===== src/rtl/dac_spi_driver_if.sv =====
// Bus between the sample source and the DAC SPI driver: sample/gain inputs,
// SPI pins and status flags.
interface dac_spi_driver_if;
    logic        enable;
    logic [31:0] signal;
    logic [7:0]  gain;
    logic        sclk;
    logic        mosi;
    logic        cs_n;
    logic        busy;
    logic        sample_tick;
    logic        overrun;

    // Upstream side: supplies samples, observes the SPI pins and status.
    modport master (
        output enable, signal, gain,
        input  sclk, mosi, cs_n, busy, sample_tick, overrun
    );

    // Driver side.
    modport slave (
        input  enable, signal, gain,
        output sclk, mosi, cs_n, busy, sample_tick, overrun
    );
endinterface


===== src/rtl/dac_spi_driver.sv =====
// Decimates the waveform sample stream, applies a saturating Q1.7 gain and
// ships each code to an SPI DAC as one {command, code} frame (mode 0, MSB first).
module dac_spi_driver #(
    parameter int                  DAC_BITS      = 12,
    parameter int                  CMD_BITS      = 4,
    parameter logic [CMD_BITS-1:0] CMD_VALUE     = 4'b0011,
    parameter int                  CLK_DIV       = 2,
    parameter int                  SAMPLE_PERIOD = 100,
    parameter int                  CS_GAP        = 2
) (
    input logic             clk,
    input logic             rst,
    dac_spi_driver_if.slave bus
);

    localparam int FRAME_BITS = CMD_BITS + DAC_BITS;
    localparam int CNT_W      = $clog2(SAMPLE_PERIOD);
    localparam int DIV_W      = (CLK_DIV > 1) ? $clog2(CLK_DIV) : 1;
    localparam int BIT_W      = $clog2(FRAME_BITS + 1);
    localparam int GAP_W      = (CS_GAP > 1) ? $clog2(CS_GAP) : 1;

    localparam logic [1:0] S_IDLE  = 2'd0;
    localparam logic [1:0] S_SHIFT = 2'd1;
    localparam logic [1:0] S_GAP   = 2'd2;

    logic [1:0]            state;
    logic [CNT_W-1:0]      cnt;
    logic                  tick;
    logic                  overrun;
    logic [FRAME_BITS-1:0] shreg;
    logic [BIT_W-1:0]      bit_cnt;
    logic [DIV_W-1:0]      div_cnt;
    logic [GAP_W-1:0]      gap_cnt;
    logic                  sclk;
    logic                  mosi;
    logic                  cs_n;

    logic [DAC_BITS-1:0]   code;
    logic [DAC_BITS+7:0]   prod;
    logic [DAC_BITS:0]     scaled;
    logic [DAC_BITS-1:0]   sat_code;
    logic [FRAME_BITS-1:0] frame;
    logic                  sig_unused;

    // Scaling path: top DAC_BITS of the sample times Q1.7 gain, clipped to full scale.
    assign code       = bus.signal[31 -: DAC_BITS];
    assign prod       = {8'b0, code} * {{DAC_BITS{1'b0}}, bus.gain};
    assign scaled     = prod[DAC_BITS+7:7];
    assign sat_code   = scaled[DAC_BITS] ? '1 : scaled[DAC_BITS-1:0];
    assign frame      = {CMD_VALUE, sat_code};
    assign sig_unused = ^{bus.signal[31-DAC_BITS:0], prod[6:0]};

    // Sample-rate divider; tick is registered so it is high for exactly one cycle.
    always_ff @(posedge clk) begin
        if (rst || !bus.enable) begin
            cnt  <= '0;
            tick <= 1'b0;
        end else if (cnt == CNT_W'(SAMPLE_PERIOD - 1)) begin
            cnt  <= '0;
            tick <= 1'b1;
        end else begin
            cnt  <= cnt + 1'b1;
            tick <= 1'b0;
        end
    end

    // Sticky overrun: a tick that finds the shifter busy is dropped and flagged.
    always_ff @(posedge clk) begin
        if (rst)
            overrun <= 1'b0;
        else if (tick && state != S_IDLE)
            overrun <= 1'b1;
    end

    // Frame FSM: load on tick, toggle sclk every CLK_DIV cycles, shift on falling edges.
    always_ff @(posedge clk) begin
        if (rst) begin
            state   <= S_IDLE;
            shreg   <= '0;
            bit_cnt <= '0;
            div_cnt <= '0;
            gap_cnt <= '0;
            sclk    <= 1'b0;
            mosi    <= 1'b0;
            cs_n    <= 1'b1;
        end else begin
            case (state)
                S_IDLE: begin
                    sclk <= 1'b0;
                    cs_n <= 1'b1;
                    if (tick) begin
                        shreg   <= frame;
                        mosi    <= frame[FRAME_BITS-1];
                        cs_n    <= 1'b0;
                        bit_cnt <= BIT_W'(FRAME_BITS);
                        div_cnt <= '0;
                        state   <= S_SHIFT;
                    end
                end
                S_SHIFT: begin
                    if (div_cnt == DIV_W'(CLK_DIV - 1)) begin
                        div_cnt <= '0;
                        sclk    <= ~sclk;
                        // sclk currently high -> this is a falling edge: present next bit
                        if (sclk) begin
                            shreg   <= shreg << 1;
                            mosi    <= shreg[FRAME_BITS-2];
                            bit_cnt <= bit_cnt - 1'b1;
                            if (bit_cnt == BIT_W'(1)) begin
                                cs_n    <= 1'b1;
                                mosi    <= 1'b0;
                                gap_cnt <= '0;
                                state   <= S_GAP;
                            end
                        end
                    end else begin
                        div_cnt <= div_cnt + 1'b1;
                    end
                end
                S_GAP: begin
                    if (gap_cnt == GAP_W'(CS_GAP - 1))
                        state <= S_IDLE;
                    else
                        gap_cnt <= gap_cnt + 1'b1;
                end
                default: state <= S_IDLE;
            endcase
        end
    end

    assign bus.sclk        = sclk;
    assign bus.mosi        = mosi;
    assign bus.cs_n        = cs_n;
    assign bus.busy        = (state != S_IDLE);
    assign bus.sample_tick = tick;
    assign bus.overrun     = overrun;

endmodule


===== src/flat_wrapper.sv =====
// flat-port wrapper written by rule: the top's interface ports become plain ports
module dac_spi_driver_flat 
#(
    parameter int                  DAC_BITS      = 12,
    parameter int                  CMD_BITS      = 4,
    parameter logic [CMD_BITS-1:0] CMD_VALUE     = 4'b0011,
    parameter int                  CLK_DIV       = 2,
    parameter int                  SAMPLE_PERIOD = 100,
    parameter int                  CS_GAP        = 2
)
  (clk, rst, bus_enable, bus_signal, bus_gain, bus_sclk, bus_mosi, bus_cs_n, bus_busy, bus_sample_tick, bus_overrun);
  dac_spi_driver_if bus_i ();
  input logic clk;
  input logic rst;
  input wire logic [$bits(bus_i.enable)-1:0] bus_enable;
  input wire logic [$bits(bus_i.signal)-1:0] bus_signal;
  input wire logic [$bits(bus_i.gain)-1:0] bus_gain;
  output wire logic [$bits(bus_i.sclk)-1:0] bus_sclk;
  output wire logic [$bits(bus_i.mosi)-1:0] bus_mosi;
  output wire logic [$bits(bus_i.cs_n)-1:0] bus_cs_n;
  output wire logic [$bits(bus_i.busy)-1:0] bus_busy;
  output wire logic [$bits(bus_i.sample_tick)-1:0] bus_sample_tick;
  output wire logic [$bits(bus_i.overrun)-1:0] bus_overrun;
  assign bus_i.enable = bus_enable;
  assign bus_i.signal = bus_signal;
  assign bus_i.gain = bus_gain;
  assign bus_sclk = bus_i.sclk;
  assign bus_mosi = bus_i.mosi;
  assign bus_cs_n = bus_i.cs_n;
  assign bus_busy = bus_i.busy;
  assign bus_sample_tick = bus_i.sample_tick;
  assign bus_overrun = bus_i.overrun;
  dac_spi_driver #(.DAC_BITS(DAC_BITS), .CMD_BITS(CMD_BITS), .CMD_VALUE(CMD_VALUE), .CLK_DIV(CLK_DIV), .SAMPLE_PERIOD(SAMPLE_PERIOD), .CS_GAP(CS_GAP)) u_core (.clk(clk), .rst(rst), .bus(bus_i));
endmodule

===== config.mk =====
export PLATFORM = sky130hd
export DESIGN_NAME = dac_spi_driver_flat
export DESIGN_NICKNAME = d
export VERILOG_FILES = /design/src/rtl/dac_spi_driver_if.sv /design/src/rtl/dac_spi_driver.sv /design/src/flat_wrapper.sv
export SDC_FILE = /design/constraint.sdc
export NUM_CORES = 1
export LEC_CHECK = 0
export CORE_MARGIN = 10
export CORE_UTILIZATION = 60
export CTS_BUF_LIST = sky130_fd_sc_hd__clkbuf_8
export CTS_CLUSTER_DIAMETER = 200
export DETAILED_ROUTE_END_ITERATION = 8
export PLACE_DENSITY = 0.86
export SLEW_MARGIN = 20
export SYNTH_ARGS = -nofsm -noshare
export SYNTH_HDL_FRONTEND = slang
export SYNTH_SLANG_ARGS = --single-unit
export TNS_END_PERCENT = 30

===== constraint.sdc =====
create_clock -name clk -period 7 [get_ports clk]
set_input_delay 1.75 -clock clk [delete_from_list [all_inputs] [get_ports clk]]
set_output_delay 1.75 -clock clk [all_outputs]
set_load 0.03 [all_outputs]

==> images/pdn.png <==
The bar under the picture is 20 microns long. Pins as bars on the die edge.
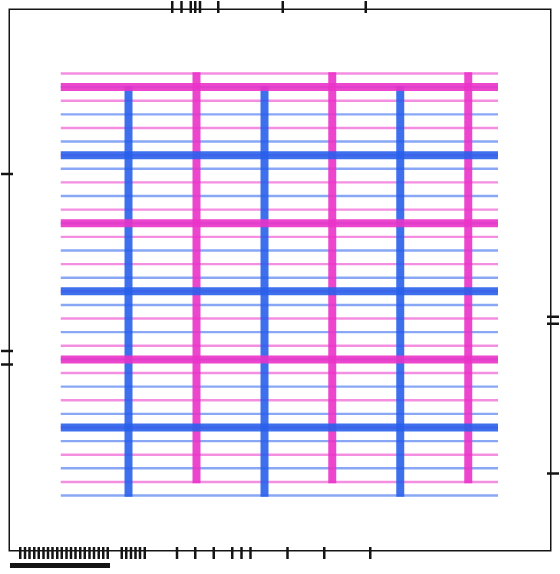
[magenta] VDD
[blue] VSS
met1 rails: 32
met5 straps: 6
met4 straps: 6
rows: 31
signal pins: 49
Core Box Area: 7370 sq um
VDD IR max: 180.2 uV
chip height: 107.9 microns
Die Width: 107.9 microns

==> images/cell_classes.png <==
The bar under the picture is 20 microns long.
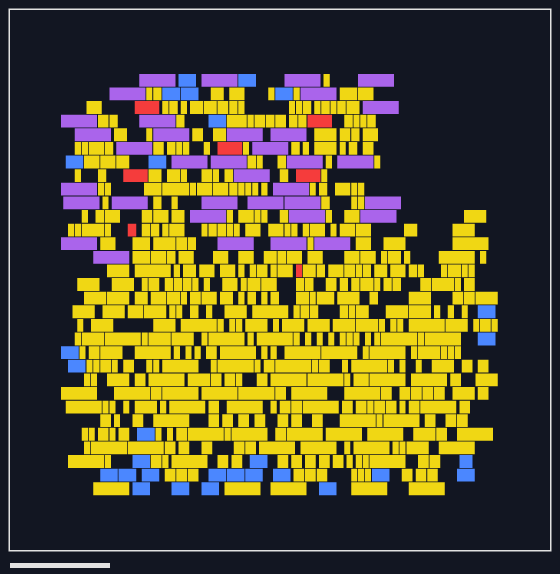
[yellow] all other logic | cells: 491 | share of their area: 78%
[purple] flip-flops | cells: 36 | share of their area: 15%
[blue] other buffers and delay cells | cells: 29 | share of their area: 5.8%
[red] clock drivers and dummy loads | cells: 7 | share of their area: 1.6%
design area: 5050 sq um
final core occ: 68.52%
flop share of the area: 14.27%
cell row count: 31

==> images/clock_map.png <==
The bar under the picture is 20 microns long.
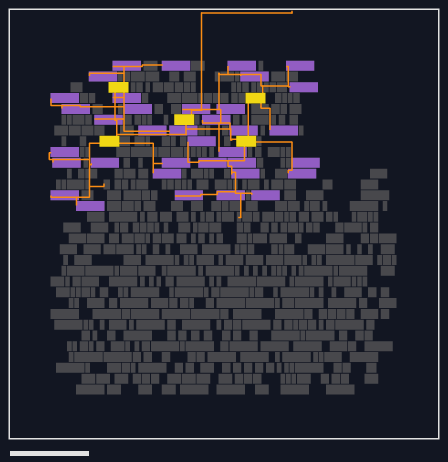
[purple] flip-flops | count: 36
[orange] clock wires | length: 443 microns
[yellow] cells driving clock nets | count: 5
routed clock nets: 6
Layout Skew: 0.004010 ns
Power Clock: 0.137 mW
clock share of power: 11.0%

==> out/results.ini <==
[die]
fp_util_pct=62.89

[route]
wl_per_cell_microns=14.90
vias=3784
via_per_inst=5.716
drtPass1Iterations=5

[placement]
dpl.hpwl_mm=7.982
gp_congestion=0.8379

[finish]
stdcell_count=662
nonClockInverterCount=84
lay_top_cells=inv_1, and2_1, fa_1
logic_area_sq_um=3525
areaGrowthSynthToFinish_pct=8.963
regArea_sq_um=720.7
comb_share_pct=69.80
fin_nets=705
seq_cell_count=36
reg_top3=u_core.shreg: 15 flops, u_core.cnt: 7 flops, u_core.bit_cnt: 5 flops

[worst_setup_path]
endpoint_kind=flip-flop
slowest_stage=clkdlybuf4s50_1
r2r-start=u_core.state[0]$_SDFFE_PP0P_
cp_max_fo=12
r2r_end=u_core.shreg[9]$_SDFFE_PP0P_
critPathBufInv=4
crit_family=adder cells

[global_routing]
top_usage_layer=met2
grt_max_degree=23
use_met2_pct=34.61
gr-usage-all-layers_pct=18.52
grt.met1_usage_pct=21.98
antenna_found_initial=0
grt_pass1_wl_mm=18.29

[outcome]
status=complete, no violations

[power]
p_leak_nw=2.336
p_comb_mw=0.901
power_frac_comb_pct=72.5
pwr-share-seq_pct=16.5

[timing]
worst_pin_slew_ns=0.8006
finalHoldViolCount=0

[clock_tree]
cts_hold_buffers=0
root_buffer=clkbuf_8

[logic_synthesis]
netlist_area_sq_um=4634
synth_async_sr_flop_share_pct=0
avgSynthCellArea_sq_um=8.504
ys_seq_share_pct=15.55
area_leaders=fa_1, dfxtp_1, ha_1
synth-compound-area-share_pct=14.09
yosysMostFrequentCell=inv_1
synth.distinct_cells=57
synth_flops=36
syn-num-nets=687

==> worst min path at each step <==
stage,startpoint,end,depth (start not counted)
3_3_place_gp,u_core.shreg[9]$_SDFFE_PP0P_,u_core.shreg[9]$_SDFFE_PP0P_,2
6_report,u_core.shreg[6]$_SDFFE_PP0P_,u_core.shreg[6]$_SDFFE_PP0P_,2
3_5_place_dp,u_core.shreg[9]$_SDFFE_PP0P_,u_core.shreg[9]$_SDFFE_PP0P_,2
2_1_floorplan,u_core.shreg[9]$_SDFFE_PP0P_,u_core.shreg[9]$_SDFFE_PP0P_,2
5_1_grt,u_core.shreg[11]$_SDFFE_PP0P_,u_core.shreg[11]$_SDFFE_PP0P_,2
4_1_cts,u_core.shreg[6]$_SDFFE_PP0P_,u_core.shreg[6]$_SDFFE_PP0P_,2
Power is estimated from default activity; no workload was simulated.
